$ cat src/rtl/uart_time_pkg.sv
`default_nettype none
// +--------------------------------------------------------------------------+
// | Module   : uart_time_pkg                                                 |
// | Purpose  : Shared types and constants for the UART time receiver: RX FSM |
// |            state encoding, ASCII digit bounds, characters per time frame |
// |            and a digit-classification helper.                           |
// | Ports    : none (package)                                                |
// | Revision : 1.0 - initial release                                         |
// +--------------------------------------------------------------------------+
package uart_time_pkg;

  typedef enum logic [1:0] {
    IDLE  = 2'd0,
    START = 2'd1,
    DATA  = 2'd2,
    STOP  = 2'd3
  } rx_state_t;

  localparam logic [7:0] ASCII_ZERO  = 8'h30;
  localparam logic [7:0] ASCII_NINE  = 8'h39;
  localparam int         FRAME_CHARS = 4;

  // True when the byte is an ASCII decimal character '0'..'9'.
  function automatic logic is_ascii_digit(input logic [7:0] b);
    return (b >= ASCII_ZERO) && (b <= ASCII_NINE);
  endfunction

endpackage
`default_nettype wire

$ cat src/rtl/uart_rx_core.sv
`default_nettype none
// +--------------------------------------------------------------------------+
// | Module   : uart_rx_core                                                  |
// | Purpose  : 8N1 UART deserialiser. Synchronises rxd, validates the start  |
// |            bit at mid-bit, shifts 8 data bits LSB-first and checks the   |
// |            stop bit.                                                     |
// | Ports    : clk, rst_n (async, active-low), rxd (async serial in),        |
// |            byte_data[7:0] (last good byte), byte_valid (1-cycle pulse),  |
// |            frame_err (1-cycle pulse, stop bit low)                       |
// | Revision : 1.0 - initial release                                         |
// +--------------------------------------------------------------------------+
module uart_rx_core
  import uart_time_pkg::*;
#(
  parameter int CLKS_PER_BIT = 10417
) (
  input  logic       clk,
  input  logic       rst_n,
  input  logic       rxd,
  output logic [7:0] byte_data,
  output logic       byte_valid,
  output logic       frame_err
);

  localparam int CNT_W = $clog2(CLKS_PER_BIT);
  localparam logic [CNT_W-1:0] LAST_CNT = CNT_W'(CLKS_PER_BIT - 1);
  localparam logic [CNT_W-1:0] HALF_CNT = CNT_W'(CLKS_PER_BIT / 2 - 1);

  // Two-flop synchroniser; both stages reset to the idle line level.
  logic rxd_meta_q;
  logic rxd_s_q;

  rx_state_t        state_q,      state_d;
  logic [CNT_W-1:0] cnt_q,        cnt_d;
  logic [2:0]       bit_idx_q,    bit_idx_d;
  logic [7:0]       shift_q,      shift_d;
  logic [7:0]       byte_data_q,  byte_data_d;
  logic             byte_valid_q, byte_valid_d;
  logic             frame_err_q,  frame_err_d;

  always_ff @(posedge clk or negedge rst_n) begin
    if (!rst_n) begin
      rxd_meta_q <= 1'b1;
      rxd_s_q    <= 1'b1;
    end else begin
      rxd_meta_q <= rxd;
      rxd_s_q    <= rxd_meta_q;
    end
  end

  always_ff @(posedge clk or negedge rst_n) begin
    if (!rst_n) begin
      state_q      <= IDLE;
      cnt_q        <= '0;
      bit_idx_q    <= '0;
      shift_q      <= '0;
      byte_data_q  <= '0;
      byte_valid_q <= 1'b0;
      frame_err_q  <= 1'b0;
    end else begin
      state_q      <= state_d;
      cnt_q        <= cnt_d;
      bit_idx_q    <= bit_idx_d;
      shift_q      <= shift_d;
      byte_data_q  <= byte_data_d;
      byte_valid_q <= byte_valid_d;
      frame_err_q  <= frame_err_d;
    end
  end

  always_comb begin
    state_d      = state_q;
    cnt_d        = cnt_q;
    bit_idx_d    = bit_idx_q;
    shift_d      = shift_q;
    byte_data_d  = byte_data_q;
    byte_valid_d = 1'b0;
    frame_err_d  = 1'b0;

    case (state_q)
      IDLE: begin
        if (!rxd_s_q) begin
          state_d = START;
          cnt_d   = '0;
        end
      end

      START: begin
        // Re-check the line at mid start bit so short low glitches are dropped.
        if (cnt_q == HALF_CNT) begin
          if (!rxd_s_q) begin
            state_d   = DATA;
            cnt_d     = '0;
            bit_idx_d = '0;
          end else begin
            state_d = IDLE;
          end
        end else begin
          cnt_d = cnt_q + CNT_W'(1);
        end
      end

      DATA: begin
        // Counter was zeroed at mid start bit, so each full period lands mid-bit.
        if (cnt_q == LAST_CNT) begin
          shift_d = {rxd_s_q, shift_q[7:1]};
          cnt_d   = '0;
          if (bit_idx_q == 3'd7) begin
            state_d = STOP;
          end else begin
            bit_idx_d = bit_idx_q + 3'd1;
          end
        end else begin
          cnt_d = cnt_q + CNT_W'(1);
        end
      end

      STOP: begin
        if (cnt_q == LAST_CNT) begin
          state_d = IDLE;
          if (rxd_s_q) begin
            byte_data_d  = shift_q;
            byte_valid_d = 1'b1;
          end else begin
            frame_err_d = 1'b1;
          end
        end else begin
          cnt_d = cnt_q + CNT_W'(1);
        end
      end

      default: state_d = IDLE;
    endcase
  end

  assign byte_data  = byte_data_q;
  assign byte_valid = byte_valid_q;
  assign frame_err  = frame_err_q;

endmodule
`default_nettype wire

$ cat src/rtl/uart_time_rx.sv
`default_nettype none
// +--------------------------------------------------------------------------+
// | Module   : uart_time_rx                                                  |
// | Purpose  : UART receive path for the clock display. Receives four ASCII  |
// |            decimal characters (hour tens/units, minute tens/units) and   |
// |            presents them as BCD digits; partial frames are dropped on a  |
// |            bad character, a framing error or an inter-character gap.     |
// | Ports    : clk, rst_n (async, active-low), rxd (async serial in),        |
// |            byte_data[7:0], byte_valid, frame_err, char_err,              |
// |            digit_0..digit_3[3:0], time_valid                             |
// | Revision : 1.0 - initial release                                         |
// +--------------------------------------------------------------------------+
module uart_time_rx
  import uart_time_pkg::*;
#(
  parameter int CLKS_PER_BIT = 10417,
  parameter int GAP_CYCLES   = 1000000
) (
  input  logic       clk,
  input  logic       rst_n,
  input  logic       rxd,
  output logic [7:0] byte_data,
  output logic       byte_valid,
  output logic       frame_err,
  output logic       char_err,
  output logic [3:0] digit_0,
  output logic [3:0] digit_1,
  output logic [3:0] digit_2,
  output logic [3:0] digit_3,
  output logic       time_valid
);

  localparam int GAP_W = $clog2(GAP_CYCLES + 1);
  localparam logic [GAP_W-1:0] GAP_MAX  = GAP_W'(GAP_CYCLES);
  localparam logic [1:0]       LAST_IDX = 2'(FRAME_CHARS - 1);

  logic [7:0] rx_byte;
  logic       rx_valid;
  logic       rx_ferr;

  uart_rx_core #(
    .CLKS_PER_BIT (CLKS_PER_BIT)
  ) u_rx_core (
    .clk        (clk),
    .rst_n      (rst_n),
    .rxd        (rxd),
    .byte_data  (rx_byte),
    .byte_valid (rx_valid),
    .frame_err  (rx_ferr)
  );

  logic [1:0]       idx_q,        idx_d;
  logic [GAP_W-1:0] gap_q,        gap_d;
  logic [3:0]       stage_q [FRAME_CHARS];
  logic [3:0]       stage_d [FRAME_CHARS];
  logic [3:0]       digit_q [FRAME_CHARS];
  logic [3:0]       digit_d [FRAME_CHARS];
  logic             char_err_q,   char_err_d;
  logic             time_valid_q, time_valid_d;

  always_ff @(posedge clk or negedge rst_n) begin
    if (!rst_n) begin
      idx_q        <= '0;
      gap_q        <= '0;
      char_err_q   <= 1'b0;
      time_valid_q <= 1'b0;
      for (int i = 0; i < FRAME_CHARS; i++) begin
        stage_q[i] <= '0;
        digit_q[i] <= '0;
      end
    end else begin
      idx_q        <= idx_d;
      gap_q        <= gap_d;
      char_err_q   <= char_err_d;
      time_valid_q <= time_valid_d;
      for (int i = 0; i < FRAME_CHARS; i++) begin
        stage_q[i] <= stage_d[i];
        digit_q[i] <= digit_d[i];
      end
    end
  end

  always_comb begin
    idx_d        = idx_q;
    gap_d        = gap_q;
    char_err_d   = 1'b0;
    time_valid_d = 1'b0;
    for (int i = 0; i < FRAME_CHARS; i++) begin
      stage_d[i] = stage_q[i];
      digit_d[i] = digit_q[i];
    end

    if (rx_valid) begin
      // A byte arriving on the timeout cycle is still taken at the current index.
      gap_d = '0;
      if (is_ascii_digit(rx_byte)) begin
        stage_d[idx_q] = rx_byte[3:0];
        if (idx_q == LAST_IDX) begin
          for (int i = 0; i < FRAME_CHARS; i++) begin
            digit_d[i] = stage_d[i];
          end
          time_valid_d = 1'b1;
          idx_d        = '0;
        end else begin
          idx_d = idx_q + 2'd1;
        end
      end else begin
        char_err_d = 1'b1;
        idx_d      = '0;
      end
    end else if (rx_ferr) begin
      idx_d = '0;
      gap_d = '0;
    end else if (idx_q != 2'd0) begin
      // Mid-frame: a stalled sender silently discards the partial frame.
      if (gap_q == GAP_MAX) begin
        idx_d = '0;
        gap_d = '0;
      end else begin
        gap_d = gap_q + GAP_W'(1);
      end
    end else begin
      gap_d = '0;
    end
  end

  assign byte_data  = rx_byte;
  assign byte_valid = rx_valid;
  assign frame_err  = rx_ferr;
  assign char_err   = char_err_q;
  assign time_valid = time_valid_q;
  assign digit_0    = digit_q[0];
  assign digit_1    = digit_q[1];
  assign digit_2    = digit_q[2];
  assign digit_3    = digit_q[3];

endmodule
`default_nettype wire

$ cat config.mk
export PLATFORM = sky130hd
export DESIGN_NAME = uart_time_rx
export DESIGN_NICKNAME = d
export VERILOG_FILES = /design/src/rtl/uart_time_pkg.sv /design/src/rtl/uart_rx_core.sv /design/src/rtl/uart_time_rx.sv
export SDC_FILE = /design/constraint.sdc
export NUM_CORES = 1
export LEC_CHECK = 0
export CAP_MARGIN = 20
export CORE_AREA = 2 2 115 117
export CTS_CLUSTER_SIZE = 40
export DETAILED_ROUTE_END_ITERATION = 10
export DIE_AREA = 0 0 117 119
export PLACE_DENSITY_LB_ADDON = 0.08
export SETUP_SLACK_MARGIN = 0.05
export SLEW_MARGIN = 20
export SYNTH_ARGS = -nofsm -noshare
export SYNTH_HDL_FRONTEND = slang
export SYNTH_SLANG_ARGS = --single-unit
$ cat constraint.sdc
create_clock -name clk -period 4.65 [get_ports clk]
set_input_delay 0.93 -clock clk [delete_from_list [all_inputs] [get_ports clk]]
set_output_delay 0.93 -clock clk [all_outputs]
set_load 0.05 [all_outputs]
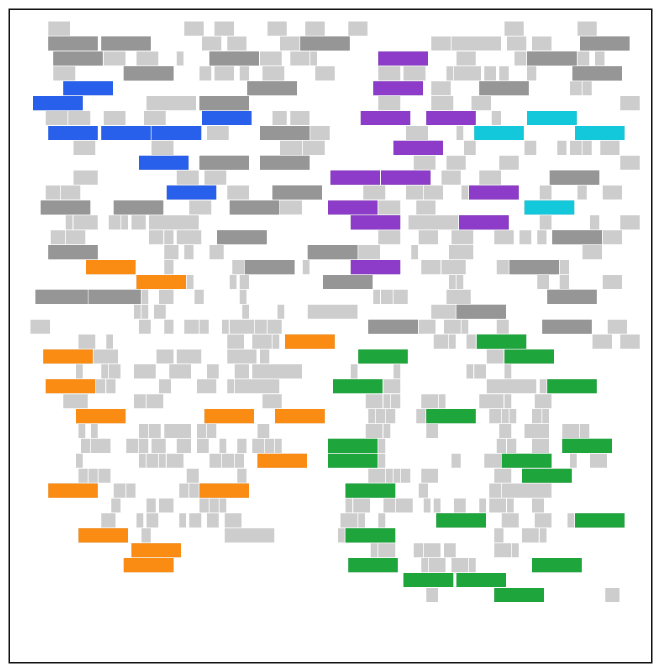
**Above:** run 1 (sequential cells colored by netlist name).
Other sequential cells in the stronger gray, the rest of the logic in the fainter gray.
legend:
  stage_q:
    color: purple
    flops: 12
    where: top center
  gap_q:
    color: green
    flops: 20
  digit_2:
    color: cyan
    flops: 4
    where: upper right
  u_rx_core.shift_q:
    color: blue
    flops: 8
    where: upper left
  u_rx_core.cnt_q:
    color: orange
    flops: 14

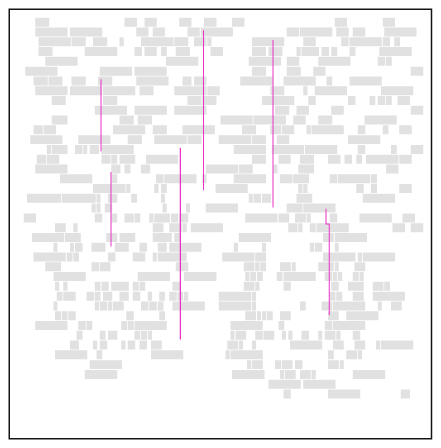
**Above:** run 1 (M4 wires).
main direction: vertical
share of all routed wire: 2.4%
number of vias in the routed layout: 2,945
routed wire length: 8900 um

==> notes.md, run 1 <==
The run finished with clean final reports. The worst setup path is captured at a flop. The run gives 17 for the number of inverters outside the clock class in the layout.

The net count of the finished layout is 432. In the synthesized netlist, the cells that appear most often are sky130_fd_sc_hd__dfrtp_1, sky130_fd_sc_hd__nor2_1, sky130_fd_sc_hd__mux2_2. STA classifies the critical path startpoint as a flop. The power report puts the leakage power at 0.00228 uW.

The top cell type in the final layout, fill and taps aside, is sky130_fd_sc_hd__dfrtp_1. The slew at the pin closest to its max-slew limit works out to 0.890 ns. For the antenna diode count, the log shows 0. For the number of max-cap violations, the log shows 0. The cell type taking the most area was registers. Fraction of synthesized cell area taken by the top area cell type: 51.3%.

The global-route total usage across every layer is 13.9%, and the worst endpoint data arrival time is 3.03 ns. The mapped netlist covers 4340 um^2. The run gives 31 as the number of top-level design ports. The number of clock sinks was 91. Registers are responsible for 51.7% of the overall power. The vertical die dimension reported for this design is 119 um. Nets still carrying antenna violations after routing amount to 0. The path class of the tightest hold or removal check is reg -> reg.

The total cells reported by yosys after synthesis was 396. The post-cts hold-fix buffer tally is 0, and the total global routing overflow is 0. The run gives 0 as the max-slew violation count. The largest share of the power goes to registers. In this run, the number of DRC markers left after iteration 0 of detailed routing was 136. The setup-violating endpoint count in the final report was 0; the final routed wire length divided by cell count was 14.8 um. Power consumed by the clock network: 724 uW.

The slowest stage of the critical path is the sky130_fd_sc_hd__or4bb_1 cell. The critical path maximum fanout is 13. In the layout the tool counted multi-input logic cells amounting to 268. The max-slew check reports its worst relative slack as 39.9%. The flow reports that the clock network draws 47.1% of the design power. The summed area of non-filler cells in the final layout is 5080 um^2. Registers take 2280 um^2. The final setup TNS was 0 ns; the number of non-clock buffers in the layout was 32. The critical path launch point is u_rx_core.cnt_q[0]. The biggest area consumer among synthesized cells is sky130_fd_sc_hd__dfrtp_1.

The post-place instance area was 4790 um^2. The number of gates resized after CTS was 0. The layout sequential cell count is 91. The synthesis-to-layout area growth is 17.0%, and the insertion delay at the late pin of the worst-skew pair is 0.35 ns. In the Yosys stats the netlist draws on 52 distinct library cells.

The hold path startpoint was u_rx_core.rxd_meta_q. The switching component of the power was reported as 354 uW. After detailed placement, the design holds a cell count of 584.

In the setup report, the worst path falls into the class reg -> reg. In this build the clock could be raised as far as 0.360 GHz. Per the OpenROAD floorplan log, the area of the core is 12,900 um^2. The tools report the cell at the root of the clock tree as sky130_fd_sc_hd__clkbuf_16. For the peak ir drop on the vdd network, the log shows 136 uV. The total number of H-tree levels is 3. Per the synth stats, the flop cell with the highest instance count is sky130_fd_sc_hd__dfrtp_1.

The power report shows net switching accounting for 23.1% of the total. The first TritonRoute pass finished after 4 iterations. The global routing report lists met2 layer usage as 19.1%. The horizontal die dimension reported for this design is 117 um. The logs give 1,267 for the layout filler cell count and 0.357 ns for the final hold slack.

The number of buffer and inverter stages on the critical path came out at 1. The async set-reset flop share out of synthesis is 100%. The Yosys warning count is 0, and the clock network area share is 5.71%. In the global route stage, met3 resource usage came out at 2.90%.

The worst hold path passes through 0 cells. Entering global routing, the biggest net connects 60 pins. The total die area was 13,900 um^2. The register with the most flip-flops was gap_q.

For the finished layout, the period the worst path requires is 2.78 ns. The tools report the register area share after synthesis as 52.5%. The synthesized design contains 0 enable-type register cells.

Non-clock buffer share of cell area: 6.15%. According to the floorplan log, the row count is 42. For this design the ratio of total power to cell area is 302 nW/um^2. The run gives 176 as the number of tapcells. By instance count, the leading cell after synthesis is sky130_fd_sc_hd__dfrtp_1. Counting cells, the worst reg-to-reg path comes to 7.

Dividing the final minimum period by the clock period gives 59.8%. With the number of instances in the synthesized netlist at 396, the chip area line of the yosys report is 4340 um^2.
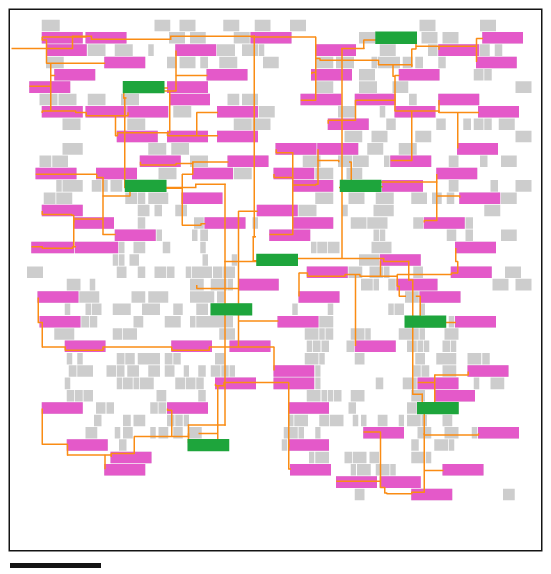
**Above:** run 1 (routed clock nets over the placement).
Bar = 20 um.
legend:
  clock wires:
    color: orange
    length: 1,280 um
  clock-net drivers:
    color: green
    count: 9
  flip-flops:
    color: magenta
    count: 91
flops lie: spread over the die
routed clock nets: 10

[run 1: per-layer routing]
metal | vias to the layer above | part of all wire, %
met1 | 1453 | 52
met3 | 16 | 2.1
met2 | 27 | 43
met4 | 0 | 2.4
met5 | - | 0
li1 | 1449 | -
[run 1: logic make-up (layout without fill, tap and decap cells)]
group           count (synthesis)  after routing  share of synthesized area [%]
fa+ha+maj                      10             10                           2.88
simple gates                  126            126                           15.6
compound gates                 66             66                           9.59
flops                          91             91                           52.5
mux                            48             48                           12.4
xor+xnor                       18             18                           3.63
buf+inv                        37             65                           3.48
[run 1: worst reg2reg max path: cells and delay by family (launching register included)]
family,cells,cell delay [ns]
AND/OR/NAND/NOR,3,1.49
AND-OR/OR-AND,2,0.53
flip-flops,1,0.41
buffers and inverters,1,0.11
adder cells (fa/ha/maj),1,0.15
**Run 1: track usage over the die**

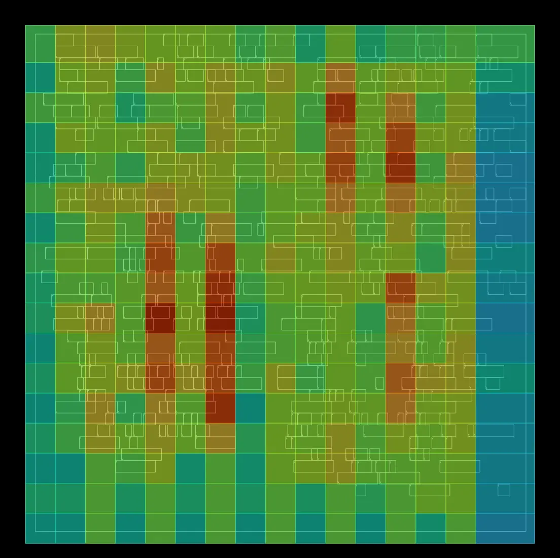

==> run 2, diff against run 1 <==
==> constraint.sdc (replaced) <==
create_clock -name clk -period 2.9 [get_ports clk]
set_input_delay 0.58 -clock clk [delete_from_list [all_inputs] [get_ports clk]]
set_output_delay 0.58 -clock clk [all_outputs]
set_load 0.05 [all_outputs]
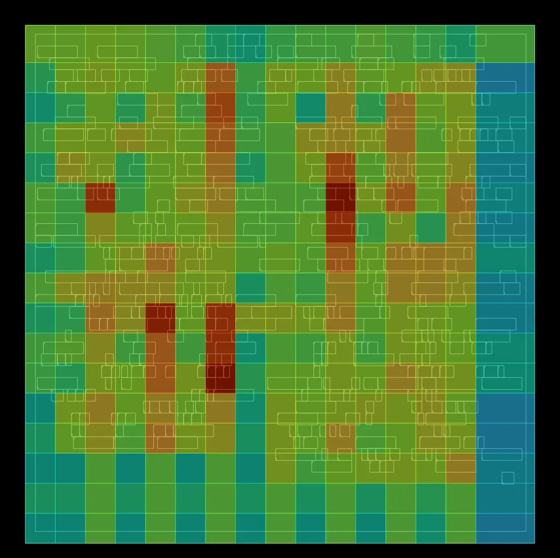
**Above:** run 2 (track usage over the die).
total routing resource utilization after global routing: 13.8%
Global Route met3 Usage: 3.21%
Routed WL per cell: 14.6 um

==> notes.md, run 2 <==
The register with the most flip-flops in the layout has 20 of them. The die covers 13,900 um^2. With the final setup TNS at 0 ns, the number of nets still failing antenna checks after routing is 0. For this configuration, the core starts out at a cell density of 33.7%. For the number of max-cap violations, the log shows 0. The cell family contributing the most delay on the critical path is simple AND/OR/NAND/NOR gates. The multi-input gate count is 268. Number of top-level design ports: 31. In this run the core area contains 42 standard-cell rows.

The max-slew violation count came out at 0. By area, the class that comes first in the final layout consists of registers. The most critical min-delay path falls under in -> async. Per the GRT congestion report, total overflow comes to 0. With the remaining max-slew budget at the tightest pin at 55.6%, the clock period minus worst slack is 2.51 ns.

The stage logs contain a warning count of 31. During synthesis, Yosys emitted a total of 0 warnings. The routed layout has 2,941 vias. The tools report the total wire length after detailed routing as 8780 um. The final timing report gives a worst setup slack of 0.387 ns. The hold violation total from the final report was 0; the maximum clock frequency was 0.398 GHz. Prevailing post-synth register cell: sky130_fd_sc_hd__dfrtp_1.

The worst setup path is captured at a flop. The highest-power group is registers. The fraction of cell area in multi-input combinational cells is reported as 37.2%. TritonCTS reports the number of clock sinks as 91. The run gives 179 for the violation count after the first detailed-route iteration. The synthesized netlist was found by Yosys to have 396 cells. The worst-case clock buffer depth was 2; the total design power was 2560 uW. For the clock group, total power comes out at 1250 uW. The run gives 4.88 for the vias per cell. Combinational cells consume a total of 32.0 uW. TritonCTS created 9 clock buffers.

The chip area line in the Yosys stat output reads 4340 um^2. The total area inside the core boundary comes to 12,900 um^2. The summed area of non-filler cells in the final layout was 5150 um^2. With the peak ir drop on the vdd network at 282 uV, the clock network area share is 6.15%.

The run gives 0.55 ns for the longest individual stage delay on the worst path. The timing report shows that the slowest cell on the worst path is sky130_fd_sc_hd__or4_4. The largest registers in the layout are gap_q: 20 flops, u_rx_core.cnt_q: 14 flops, stage_q: 12 flops. Synthesis inferred 91 register bits. For this design, the CTS-stage hold fixing added 0 buffers. The final weighted congestion recorded by global placement is 0.792. The critical-path maximum fanout is 11. The area of the mapped netlist was 4340 um^2; the global-route wire length before repair was 15,300 um. The switching power total was 507 uW. Hold timing on the final database bottoms out at a slack of 0.216 ns. Fraction of synthesized cell area taken by the top area cell type: 51.3%.

The synthesis run shows the most used standard cells to be sky130_fd_sc_hd__dfrtp_1, sky130_fd_sc_hd__nor2_1, sky130_fd_sc_hd__mux2_2. The flow reported a cell area power density of 497 nW/um^2. The slew at the pin closest to its max-slew limit works out to 0.665 ns.

In this run the number of H-tree levels came out at 3. The number of setup buffers added after CTS is 0. The layout report gives the register share of total cell area as 44.3%. Tap insertion was completed with 176 tapcells.

The setup check on the worst reg-to-reg path leaves a slack of 0.39 ns. The critical path launch point is u_rx_core.cnt_q[0]. TritonCTS built the clock tree.

The run gives 0 for the number of synthesized flops with an enable pin. Worst reg2reg path depth: 7. The worst setup path is of the reg -> reg kind.

For this run the detailed placement stage logged an HPWL of 5950 um. The number of buffer and inverter stages on the critical path is 1. The run gives 17 for the number of inverters outside the clock class in the layout.

Setup repair after global routing left no endpoint under its margin. Biggest area consumer among synthesized cells: sky130_fd_sc_hd__dfrtp_1. The initial antenna violation count is 0. The launch point of the worst register-to-register path is recorded as u_rx_core.cnt_q[0].

For the post-cts gate resize count, the log shows 0. The run gives 0 as the setup-violating endpoint count in the final report. Post-place instance area: 4830 um^2. Combinational logic burns 1.3% of the power.

For the pin count of the biggest net entering global routing, the log shows 38. Per the CTS log, the root buffer master is sky130_fd_sc_hd__clkbuf_16. The number of global-route vias before repair is 2,950. Measured on the final layout, buffering overhead outside the clock network stands at 6.90%.

0 antenna diodes ended up in the layout. Sequential cells account for 49.8% of the total power. The register with the most flip-flops was gap_q. The clock arrives with 0.00751 ns of skew.

The worst path uses 86.7% of the clock period. Counting every instance in the synthesized netlist gives 396. The number of non-clock buffers in the layout came out at 36. On the critical path the data arrives at 2.77 ns.

Sequential power: 1270 uW. Data required time of the worst path: 3.16 ns. The run gives 0 as the number of remaining DRC errors. Clock latency on the worst-skew pair, taken at its later pin, is 0.33 ns.

Each instance of the synthesized netlist takes up on average 11.0 um^2. The clock network accounts for 49.0% of the total power. The finished layout reports a core utilization of 40.0%. There are 91 flip-flops and latches. The power report puts the leakage power at 0.00232 uW. Of the cells placed in the final design, the portion with a size suffix greater than 1 is 14.3%.

Per STA, the endpoint of the critical path is u_rx_core.cnt_q[0]. Per the layout area report, the register area comes to 2280 um^2. In the synthesized netlist the async set-or-reset flop fraction comes to 100%. Leaving out buffers and inverters, the combinational logic in the layout accounts for 1920 um^2.

STA on the placed design reports a worst setup slack of 0.376 ns. The cell count along the critical path works out to 7. The endpoint of the lowest-slack register-to-register path is u_rx_core.cnt_q[0]. The total nets after synthesis is 409, and the design internal power is 2050 uW.

The library cell used most frequently in the layout, excluding fill and tap cells, is sky130_fd_sc_hd__dfrtp_1. Of the total power, the share spent switching nets is 19.8%. By area the synthesized netlist is led by sky130_fd_sc_hd__dfrtp_1, sky130_fd_sc_hd__mux2_2, sky130_fd_sc_hd__mux2i_1. The first detailed-routing pass took 4 iterations.

STA classifies the critical path startpoint as a flop. The run finished with clean final reports. Summing the sequential cell areas from Yosys gives 52.5% of the chip area. The final layout report lists a clock buffer count of 11. The synthesis-to-layout area growth was 18.6%; the number of standard cells in the layout, taps in and fillers out was 603.

According to the finish report, the design has a final net count of 436. Sorting the synthesis cell report by count puts at the top sky130_fd_sc_hd__dfrtp_1. The layout filler cell count is 1,254.

The netlist uses 52 different library cells. The total instance count after detailed placement was 588. Ranking logic cells in the layout by count gives the top entries sky130_fd_sc_hd__dfrtp_1, sky130_fd_sc_hd__nor2_1, sky130_fd_sc_hd__mux2_2.
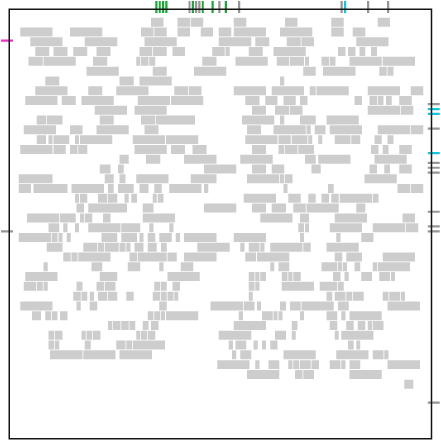
**Above:** run 2 (ports around the boundary).
Pins as bars across the die edge, other pins in gray.
legend:
  clk:
    color: magenta
    pins: 1
    direction: input
    edge: left
  digit_2:
    color: cyan
    pins: 4
    direction: output
    edge: 3 right, 1 top
  byte_data:
    color: green
    pins: 8
    direction: output
    edge: top
all pins by edge: 17 top, 12 right, 2 left
input/output buffers: 30
die outline height: 119 um
Die Span X: 117 um

## run 2: cell count changes in the layout (fill, tap and decap cells not counted), sizes merged
cell	previous run	this run
bufinv	0	2
buf	3	7
clkbuf	10	11
clkinvlp	1	0
clkinv	0	1
inv	22	18
## run 2: routing by layer
layer / track usage [%] / vias to the layer above / part of all wire (%)
li1: - / 1457 / -
met1: 20.8 / 1445 / 52
met2: 19.8 / 31 / 44
met3: 3.21 / 8 / 2.5
met4: 3.97 / 0 / 1.2
met5: 0 / - / 0
## run 2: cell families (layout without fill, tap and decap cells)
family	after synthesis	after routing	synth area share (%)
adders and majority gates	10	10	2.88
and+or+nand+nor	126	126	15.6
muxes	48	48	12.4
buffers and inverters	37	68	3.48
AOI/OAI and AO/OA	66	66	9.59
xor gates and xnor gates	18	18	3.63
DFF	91	91	52.5
Power is estimated from default activity; no workload was simulated.
